`src/rtl/reg_write_arbiter.sv`:
```
// Round-robin arbiter sharing one register write port among NumPorts clients.
// One write outstanding at a time; each response is steered back to its issuer.
module reg_write_arbiter #(
  parameter int NumPorts = 4,
  parameter int Width    = 8
) (
  input  logic                      clk,
  input  logic                      reset,
  input  logic [NumPorts*Width-1:0] in_req,
  input  logic [NumPorts-1:0]       in_req_valid,
  output logic [NumPorts-1:0]       in_req_bp,
  output logic [NumPorts-1:0]       in_resp_valid,
  input  logic [NumPorts-1:0]       in_resp_bp,
  output logic [Width-1:0]          out_req,
  output logic                      out_req_valid,
  input  logic                      out_req_bp,
  input  logic                      out_resp_valid,
  output logic                      out_resp_bp
);

  localparam int GW = (NumPorts > 1) ? $clog2(NumPorts) : 1;
  localparam logic [GW:0]   NP   = (GW+1)'(NumPorts);
  localparam logic [GW-1:0] LAST = GW'(NumPorts - 1);

  typedef enum logic [1:0] {S_IDLE, S_REQ, S_RESP} state_t;

  state_t        r_state, w_state_next;
  logic [GW-1:0] r_grant, w_grant_next;
  logic [GW-1:0] r_rr_ptr, w_rr_ptr_next;
  logic          r_req_done, w_req_done_next;

  // Candidate k of the scan is port (rr_ptr + k) mod NumPorts.
  logic [GW-1:0]       w_rot_idx [NumPorts];
  logic [NumPorts-1:0] w_valid_rot;

  generate
    for (genvar gi = 0; gi < NumPorts; gi++) begin : g_rot
      logic [GW:0] w_sum;
      assign w_sum           = {1'b0, r_rr_ptr} + (GW+1)'(gi);
      assign w_rot_idx[gi]   = (w_sum >= NP) ? GW'(w_sum - NP) : GW'(w_sum);
      assign w_valid_rot[gi] = in_req_valid[w_rot_idx[gi]];
    end
  endgenerate

  logic          w_found;
  logic [GW-1:0] w_pick;

  always_comb begin
    w_found = 1'b0;
    w_pick  = '0;
    for (int k = NumPorts - 1; k >= 0; k--) begin
      if (w_valid_rot[k]) begin
        w_found = 1'b1;
        w_pick  = w_rot_idx[k];
      end
    end
  end

  logic [Width-1:0] w_sel_data;
  logic             w_grant_valid;
  logic             w_grant_resp_bp;
  logic [GW-1:0]    w_grant_inc;

  assign w_sel_data      = in_req[int'(r_grant)*Width +: Width];
  assign w_grant_valid   = in_req_valid[r_grant];
  assign w_grant_resp_bp = in_resp_bp[r_grant];
  assign w_grant_inc     = (r_grant == LAST) ? '0 : r_grant + 1'b1;

  logic w_req_fire;
  logic w_resp_en;
  logic w_resp_fire;

  always_comb begin
    w_state_next    = r_state;
    w_grant_next    = r_grant;
    w_rr_ptr_next   = r_rr_ptr;
    w_req_done_next = r_req_done;
    out_req         = '0;
    out_req_valid   = 1'b0;
    out_resp_bp     = 1'b1;
    in_req_bp       = '1;
    in_resp_valid   = '0;
    w_req_fire      = 1'b0;
    w_resp_en       = 1'b0;
    w_resp_fire     = 1'b0;

    case (r_state)
      S_REQ: begin
        out_req            = w_sel_data;
        out_req_valid      = w_grant_valid;
        in_req_bp[r_grant] = out_req_bp;
        w_req_fire         = w_grant_valid & ~out_req_bp;
        w_resp_en          = r_req_done | w_req_fire;
      end
      S_RESP:  w_resp_en = 1'b1;
      default: ;
    endcase

    // A response is only accepted once the write it answers has been issued.
    if (w_resp_en) begin
      in_resp_valid[r_grant] = out_resp_valid;
      out_resp_bp            = w_grant_resp_bp;
      w_resp_fire            = out_resp_valid & ~w_grant_resp_bp;
    end

    case (r_state)
      S_IDLE: begin
        if (w_found) begin
          w_grant_next = w_pick;
          w_state_next = S_REQ;
        end
      end
      S_REQ: begin
        if (!w_grant_valid) begin
          w_state_next = S_IDLE;
        end else if (w_req_fire) begin
          if (w_resp_fire) begin
            w_state_next    = S_IDLE;
            w_rr_ptr_next   = w_grant_inc;
            w_req_done_next = 1'b0;
          end else begin
            w_state_next    = S_RESP;
            w_req_done_next = 1'b1;
          end
        end
      end
      S_RESP: begin
        if (w_resp_fire) begin
          w_state_next    = S_IDLE;
          w_rr_ptr_next   = w_grant_inc;
          w_req_done_next = 1'b0;
        end
      end
      default: w_state_next = S_IDLE;
    endcase
  end

  always_ff @(posedge clk) begin
    if (reset) begin
      r_state    <= S_IDLE;
      r_grant    <= '0;
      r_rr_ptr   <= '0;
      r_req_done <= 1'b0;
    end else begin
      r_state    <= w_state_next;
      r_grant    <= w_grant_next;
      r_rr_ptr   <= w_rr_ptr_next;
      r_req_done <= w_req_done_next;
    end
  end

endmodule
```
`config.mk`:
```
export PLATFORM = sky130hd
export DESIGN_NAME = reg_write_arbiter
export DESIGN_NICKNAME = d
export VERILOG_FILES = /design/src/rtl/reg_write_arbiter.sv
export SDC_FILE = /design/constraint.sdc
export NUM_CORES = 1
export LEC_CHECK = 0
export ABC_AREA = 1
export CORE_UTILIZATION = 35
export CTS_CLUSTER_SIZE = 30
export DETAILED_ROUTE_END_ITERATION = 6
export PLACE_DENSITY_LB_ADDON = 0.3
export SLEW_MARGIN = 40
export SYNTH_ARGS = -nofsm -noshare
export SYNTH_HDL_FRONTEND = slang
export SYNTH_SLANG_ARGS = --single-unit
```
`constraint.sdc`:
```
create_clock -name clk -period 1.86 [get_ports clk]
set_input_delay 0.372 -clock clk [delete_from_list [all_inputs] [get_ports clk]]
set_output_delay 0.372 -clock clk [all_outputs]
set_load 0.1 [all_outputs]
```
Signal metal coverage by tile:
The die is cut into 12 by 12 equal tiles; dark purple is low, yellow is high, scaled to the fullest tile. Values are wire area over tile area, all layers added.
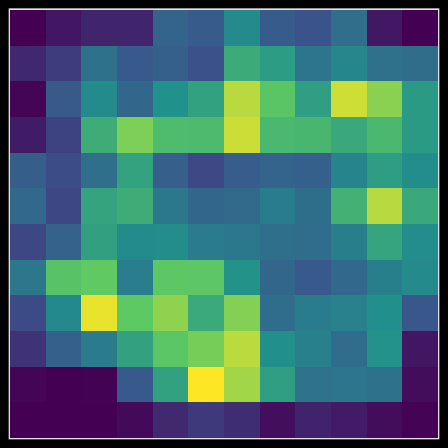
mean over tiles: 0.22
tiles over half the peak: 33%
nearly empty tiles: 6.9%
fullest tile: 0.53

Cell density map:
Scale bar: 20 um. The die is cut into 12 by 12 equal tiles; dark purple is low, yellow is high, 0 to 100% covered.
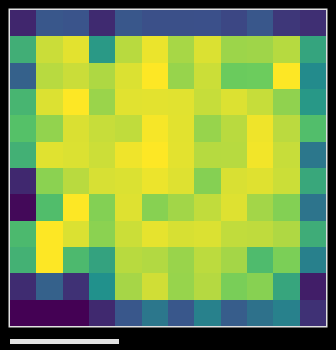
tiles over 75% full: 63%
emptiest ninth of the die: bottom left
densest ninth of the die: middle
fullest tile: 100%

Cell classes on the final placement:
Scale bar: 20 um.
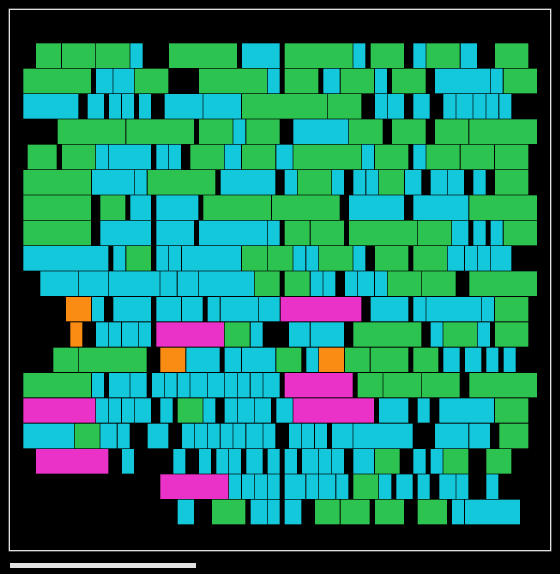
legend:
  green:
    class: remaining buffers and delay cells
    cells: 90
  cyan:
    class: remaining logic cells
    cells: 187
  magenta:
    class: registers
    cells: 7
  orange:
    class: clock drivers and dummy loads
    cells: 4

Clock nets:
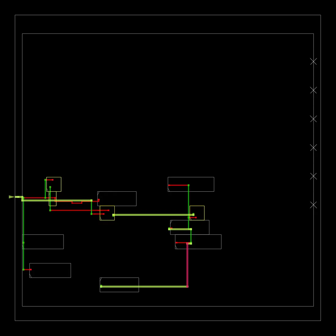
clk sink count: 7
Clk power: 0.000147 W

==> job_summary.md <==
### Flow metrics

| Metric | Value |
|---|---|
| Synthesis-to-finish area growth | `121%` |
| Yosys cell types | `26` |
| Vias/cell | `5.10` |
| TritonCTS clock tree | `built` |
| Total power | `0.00276 W` |
| GRT Util Overall | `0.278` |
| Leak | `1.06 nW` |
| Failing checks | `design-rule violations, negative setup slack` |
| Layout cells sized above 1 | `0.368` |
| Endpoints failing setup | `6` |
| DR WL/cell | `14.2 um` |
| Max_slew headroom | `0.744` |
| DRC Markers | `6` |
| Top cells by area | `nand2_1, nor2_1, dfxtp_1, ha_1, o21ai_0` |
| GR Overflow Total | `0` |
| Crit path from | `r_state[1]$_SDFFE_PP0P_` |
| Vias in the first global route | `1581` |
| Final WL | `4.53 mm` |
| Outcome | `complete, but fails checks` |
| Slowest CP cell | `dfxtp_2` |
| Via Count | `1628` |
| Adder-cell share of the synthesized area | `0.0800` |
| Aoi share | `0.168` |
| Largest net degree at the start of global routing | `15` |
| Fillers | `162` |
| Hold Vio Cnt, Final | `0` |
| Initial Util | `0.384` |
| Setup slack after layout | `-61.0 ps` |
==> layout by cell type, fill, tap and decap left out, drive strengths merged <==
master	count
inv	24
nand4	2
buf	46
clkbuf	5
a21oi	14
nand3b	1
nand2	53
o21ai	20
dfxtp	7
nor3	2
nand3	16
clkinv	2
dlygate4sd2	5
ha	7
o211a	1
clkdlybuf4s50	38
nor2	45
==> through the flow <==
step           worst slack (ps)   util  hold slack (ps)  instances  TNS (ps)
4_1_cts                   -74.8  0.827              523        319      -292
5_1_grt                    -118  0.846              573        319     -1030
3_5_place_dp               -257  0.777              491        304     -1840
3_3_place_gp               -229  0.777              485        304     -1370
2_1_floorplan             -38.5      -              431        202     -96.7
6_report                  -61.0  0.846              532        319      -278
==> per-layer routing <==
metal,vias up,part of all wire,global-route usage
li1,813,-,-
met1,736,0.41,0.341
met2,73,0.50,0.493
met3,6,0.079,0.0714
met4,0,0.0084,0.0544
met5,-,0,0
==> critical path, delay by kind of cell, from the launching register on <==
family / cells / cell delay [ps]
buffers and inverters: 5 / 620
DFF: 1 / 320
AOI/OAI and AO/OA: 1 / 200
adders and majority gates: 1 / 150
==> cells in the mapped netlist, types with 3 or more instances <==
library cell / instances
a21oi_1: 13
buf_2: 3
dfxtp_1: 7
ha_1: 7
inv_1: 15
inv_2: 9
nand2_1: 47
nand2_2: 4
nand3_1: 13
nor2_1: 44
o21ai_0: 17
o21ai_1: 3
==> cells by family (layout without fill, tap and decap cells) <==
group | count (synthesis) | after routing
AOI/OAI and AO/OA | 35 | 35
adders and majority gates | 7 | 7
buffers and inverters | 34 | 120
DFF | 7 | 7
and+or+nand+nor | 119 | 119
==> cell type report <==
cell class,count,area (sq um),share of cell area
Timing Repair Buffer,90,1070,0.442
Clock buffer,4,26.3,0.0109
Sequential cell,7,150,0.0622
Tap cell,31,38.8,0.0161
Multi-Input combinational cell,161,1020,0.423
Inverter,26,109,0.0451
==> registers in the layout (all words and copies together), names as in the netlist <==
name        count
r_state         2
r_rr_ptr        2
r_grant         2
r_req_done      1
==> path summary, 6_finish.rpt <==
check | endpoint | slack (ps) | depth (start not counted)
worst max-delay path | out_req_valid | -60 | 7
worst min-delay path | r_state[0]$_SDFFE_PP0P_ | 530 | 2
worst max register to register | r_rr_ptr[1]$_SDFFE_PP0P_ | 80 | 15
worst min register to register | r_state[0]$_SDFFE_PP0P_ | 530 | 2
==> what timing repair did <==
item	CTS	global route
gates cloned	0	1
buffers inserted	11	0
setup endpoints to repair	15	21
pin swaps	8	5
resized	17	15
==> where the power goes <==
group / internal, W / total, W / switching (W)
clock: 0.0000825 / 0.000147 / 0.0000649
sequential: 0.000189 / 0.000228 / 0.0000392
combinational: 0.000970 / 0.00239 / 0.00142
Power is estimated from default activity; no workload was simulated.
